**Cell placement**

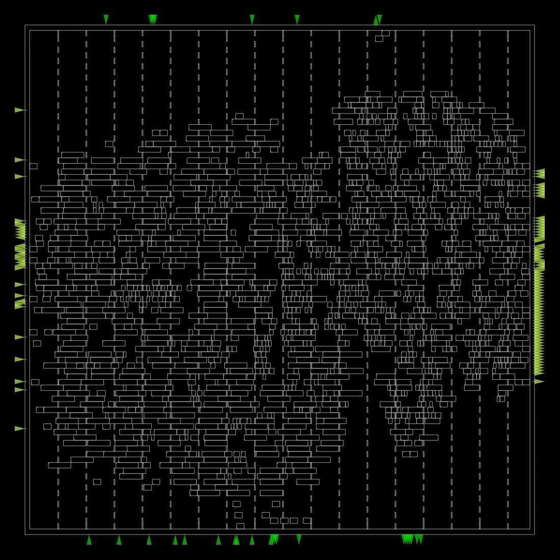
**Cell classes on the final placement**

(1 px per um) Fill, decap, tap and diode cells in grey.
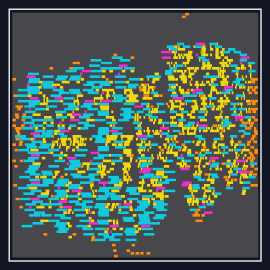
**Routed clock nets over the placement**

(2 px per um)
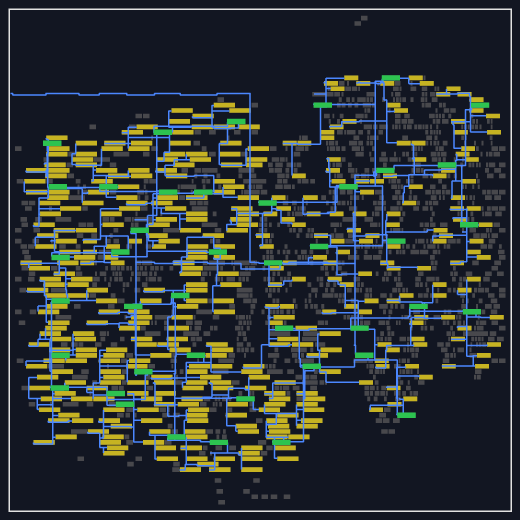
**Power grid**

(1.5 px per um) Pins as bars on the die edge.
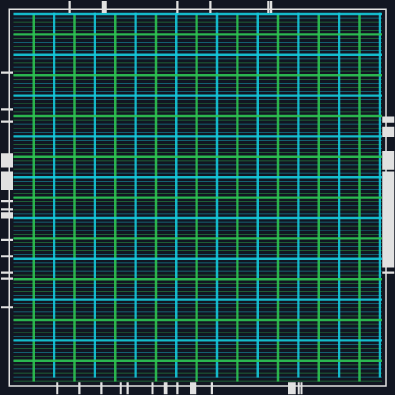
**Signal wires by layer**

(1.5 px per um) Two of the layers only.
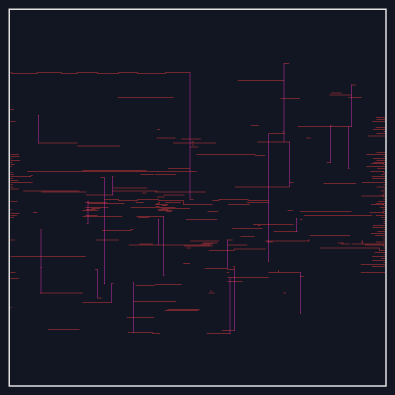
`src/rtl/sparse_operand_feeder.sv`:
```
// Operand feeder for the sparse-aware PE: FIFO-buffers input/weight pairs, drops sparse ones,
// drives one dot product then two zero-operand flush issues so the PE's registered output settles.
module sparse_operand_feeder #(
    parameter int                    DATA_WIDTH         = 16,
    parameter logic [DATA_WIDTH-1:0] SPARSITY_THRESHOLD = 16'h0010,
    parameter int                    FIFO_DEPTH         = 8,
    parameter int                    LEN_WIDTH          = 16
) (
    input  logic                  clk,
    input  logic                  rst,
    input  logic                  start,
    input  logic [LEN_WIDTH-1:0]  vec_len,
    input  logic                  residual_mode,
    input  logic                  hold,
    input  logic                  in_valid,
    output logic                  in_ready,
    input  logic [DATA_WIDTH-1:0] in_input,
    input  logic [DATA_WIDTH-1:0] in_weight,
    output logic                  pe_en,
    output logic [DATA_WIDTH-1:0] pe_input_data,
    output logic [DATA_WIDTH-1:0] pe_weight_data,
    output logic                  pe_mode_residual,
    output logic                  busy,
    output logic                  done,
    output logic [LEN_WIDTH-1:0]  issued_count,
    output logic [LEN_WIDTH-1:0]  skipped_count
);
    localparam int AW = $clog2(FIFO_DEPTH);

    typedef enum logic [1:0] {IDLE, RUN, FLUSH, DONE} state_t;
    state_t state, state_nxt;

    logic [DATA_WIDTH-1:0] fifo_in [FIFO_DEPTH];
    logic [DATA_WIDTH-1:0] fifo_wt [FIFO_DEPTH];
    logic [AW-1:0]         wr_ptr, rd_ptr;
    logic [AW:0]           count;
    logic [LEN_WIDTH-1:0]  len, accepted, popped;
    logic                  flush_idx;
    logic                  push, pop, last_pop, head_sparse;

    // Magnitude is formed one bit wider so the most-negative value is not mistaken for small.
    function automatic logic is_sparse(input logic [DATA_WIDTH-1:0] x);
        logic [DATA_WIDTH:0] ext;
        logic [DATA_WIDTH:0] mag;
        ext = {x[DATA_WIDTH-1], x};
        mag = x[DATA_WIDTH-1] ? -ext : ext;
        return (mag < {1'b0, SPARSITY_THRESHOLD}) || (x == '0);
    endfunction

    assign in_ready    = (state == RUN) && (count < (AW+1)'(FIFO_DEPTH)) && (accepted < len);
    assign push        = in_valid && in_ready;
    assign pop         = (state == RUN) && !hold && (count != '0);
    assign last_pop    = pop && (popped == len - LEN_WIDTH'(1));
    assign head_sparse = is_sparse(fifo_in[rd_ptr]) || is_sparse(fifo_wt[rd_ptr]);

    always_ff @(posedge clk) begin
        if (rst) state <= IDLE;
        else     state <= state_nxt;
    end

    always_comb begin
        state_nxt = state;
        case (state)
            IDLE:    if (start) state_nxt = (vec_len == '0) ? DONE : RUN;
            RUN:     if (last_pop) state_nxt = FLUSH;
            FLUSH:   if (!hold && flush_idx) state_nxt = DONE;
            DONE:    state_nxt = IDLE;
            default: state_nxt = IDLE;
        endcase
    end

    always_ff @(posedge clk) begin
        if (push) begin
            fifo_in[wr_ptr] <= in_input;
            fifo_wt[wr_ptr] <= in_weight;
        end
    end

    always_ff @(posedge clk) begin
        if (rst) begin
            wr_ptr <= '0;
            rd_ptr <= '0;
            count  <= '0;
        end else begin
            if (push) wr_ptr <= wr_ptr + AW'(1);
            if (pop)  rd_ptr <= rd_ptr + AW'(1);
            count <= count + (AW+1)'(push) - (AW+1)'(pop);
        end
    end

    always_ff @(posedge clk) begin
        if (rst) begin
            len              <= '0;
            accepted         <= '0;
            popped           <= '0;
            flush_idx        <= 1'b0;
            pe_en            <= 1'b0;
            pe_input_data    <= '0;
            pe_weight_data   <= '0;
            pe_mode_residual <= 1'b0;
            busy             <= 1'b0;
            done             <= 1'b0;
            issued_count     <= '0;
            skipped_count    <= '0;
        end else begin
            done  <= (state == DONE);
            busy  <= (state_nxt != IDLE);
            pe_en <= 1'b0;
            case (state)
                IDLE: if (start) begin
                    len              <= vec_len;
                    pe_mode_residual <= residual_mode;
                    accepted         <= '0;
                    popped           <= '0;
                    flush_idx        <= 1'b0;
                    issued_count     <= '0;
                    skipped_count    <= '0;
                end
                RUN: begin
                    if (push) accepted <= accepted + LEN_WIDTH'(1);
                    if (pop) begin
                        popped <= popped + LEN_WIDTH'(1);
                        if (head_sparse) begin
                            skipped_count <= skipped_count + LEN_WIDTH'(1);
                        end else begin
                            pe_en          <= 1'b1;
                            pe_input_data  <= fifo_in[rd_ptr];
                            pe_weight_data <= fifo_wt[rd_ptr];
                            issued_count   <= issued_count + LEN_WIDTH'(1);
                        end
                    end
                end
                // Zero operands push the final accumulation through the PE's output register.
                FLUSH: if (!hold) begin
                    pe_en          <= 1'b1;
                    pe_input_data  <= '0;
                    pe_weight_data <= '0;
                    flush_idx      <= 1'b1;
                end
                default: ;
            endcase
        end
    end
endmodule

```
`config.mk`:
```
export PLATFORM = sky130hd
export DESIGN_NAME = sparse_operand_feeder
export DESIGN_NICKNAME = d
export VERILOG_FILES = /design/src/rtl/sparse_operand_feeder.sv
export SDC_FILE = /design/constraint.sdc
export NUM_CORES = 1
export LEC_CHECK = 0
export CORE_MARGIN = 2
export CORE_UTILIZATION = 29
export DETAILED_ROUTE_END_ITERATION = 8
export HOLD_SLACK_MARGIN = 0.08
export PLACE_DENSITY = 0.52
export SLEW_MARGIN = 0
export SYNTH_ARGS = -nofsm -noshare
export SYNTH_HDL_FRONTEND = slang
export SYNTH_SLANG_ARGS = --single-unit
```
`constraint.sdc`:
```
create_clock -name clk -period 13.75 [get_ports clk]
set_clock_uncertainty 0.2 [all_clocks]
set_input_delay 2.0625 -clock clk [delete_from_list [all_inputs] [get_ports clk]]
set_output_delay 2.0625 -clock clk [all_outputs]
set_load 0.02 [all_outputs]
```
==> metrics.cfg <==
[floorplanning]
tapCellCount = 782
initCoreUtil_pct = 29.2

[synthesis]
syn_inst = 1453
synth.yosys.seq_area_share_pct = 58.8
yosys_cells = 1453
synth-simple-area-share_pct = 13.3
ys.flop_type = edfxtp_1
adder_share_pct = 2.32
yosysWarningCount = 0

[power]
p_seq_share_pct = 43.3
p_sw_mw = 0.959
swShare_pct = 30.8

[global_route]
overflow = 0
grt.busiest_layer = met2
grt_pass1_wl_um = 71900
grtUsageMet1_pct = 21.3

[critical_path]
path_class = flop to flop
worst_ep_required_time_ns = 13.96
critPathMaxStageDelay_ns = 0.84
crit_path_frequent_cell = buf_4
crit_arrival_ns = 5.80

[cells_and_area]
num_antenna_cells = 0
clockNetworkAreaShare_pct = 6.36
lay_top_cells = 256 x edfxtp_1, 129 x dfxtp_1, 121 x clkdlybuf4s50_1
largestClassByArea = registers
combGateArea_mm2 = 0.00672

[outcome]
outcome = finished, final reports clean

[route]
wl_met2_um = 21400
drt-vias-per-instance = 5.07

[min_path]
hold_start = pe_mode_residual
hold_path_depth = 2
hp-class = flop to flop
min_to = pe_mode_residual

[job]
drv_cap = 0

[placed_design]
place_hpwl_um = 31100
place.gp.congestion = 0.815

[clock_tree]
cts_hold_buf = 0

[final_timing]
setup_viol = 0
setup_tns_ns = 0

## Picture notes: 'cell placement'
count of flip-flops and latches: 388
row cnt: 90

## Picture notes: 'cell classes on the final placement'
[flip-flops] cyan | cells: 388 | share of their area: 52%
[all other logic] yellow | cells: 991 | share of their area: 34%
[clock drivers and dummy loads] magenta | cells: 77 | share of their area: 6.7%
[other buffers and delay cells] orange | cells: 146 | share of their area: 7.0%
utilization after layout: 34.8%
Core Box Area: 0.0601 mm2
Post-Layout Inst Area: 0.0209 mm2
Seq/total area: 49.4%

## Picture notes: 'routed clock nets over the placement'
[clock wires] blue | length: 5080 um
[flip-flops] yellow | count: 388
[cells driving clock nets] green | count: 42
routed clock nets: 43
clock network power share: 35.4%
Clk Latency, worst-skew pair: 0.57 ns
clk pwr: 1.10 mW

## Picture notes: 'power grid'
[VSS] green
[VDD] cyan
signal pins: 123
met4 straps: 18
met1 rails: 91
rows: 90
met5 straps: 18
die height: 250 um
Die Width: 250 um

## Picture notes: 'signal wires by layer'
[met4] magenta | wire length: 745 um
[met3] red | wire length: 2690 um
drt wl/cell: 19.9 um
overall global routing resource usage: 14.9%
total number of vias: 12100
Detailed Route WL: 47400 um

Power is estimated from default activity; no workload was simulated.
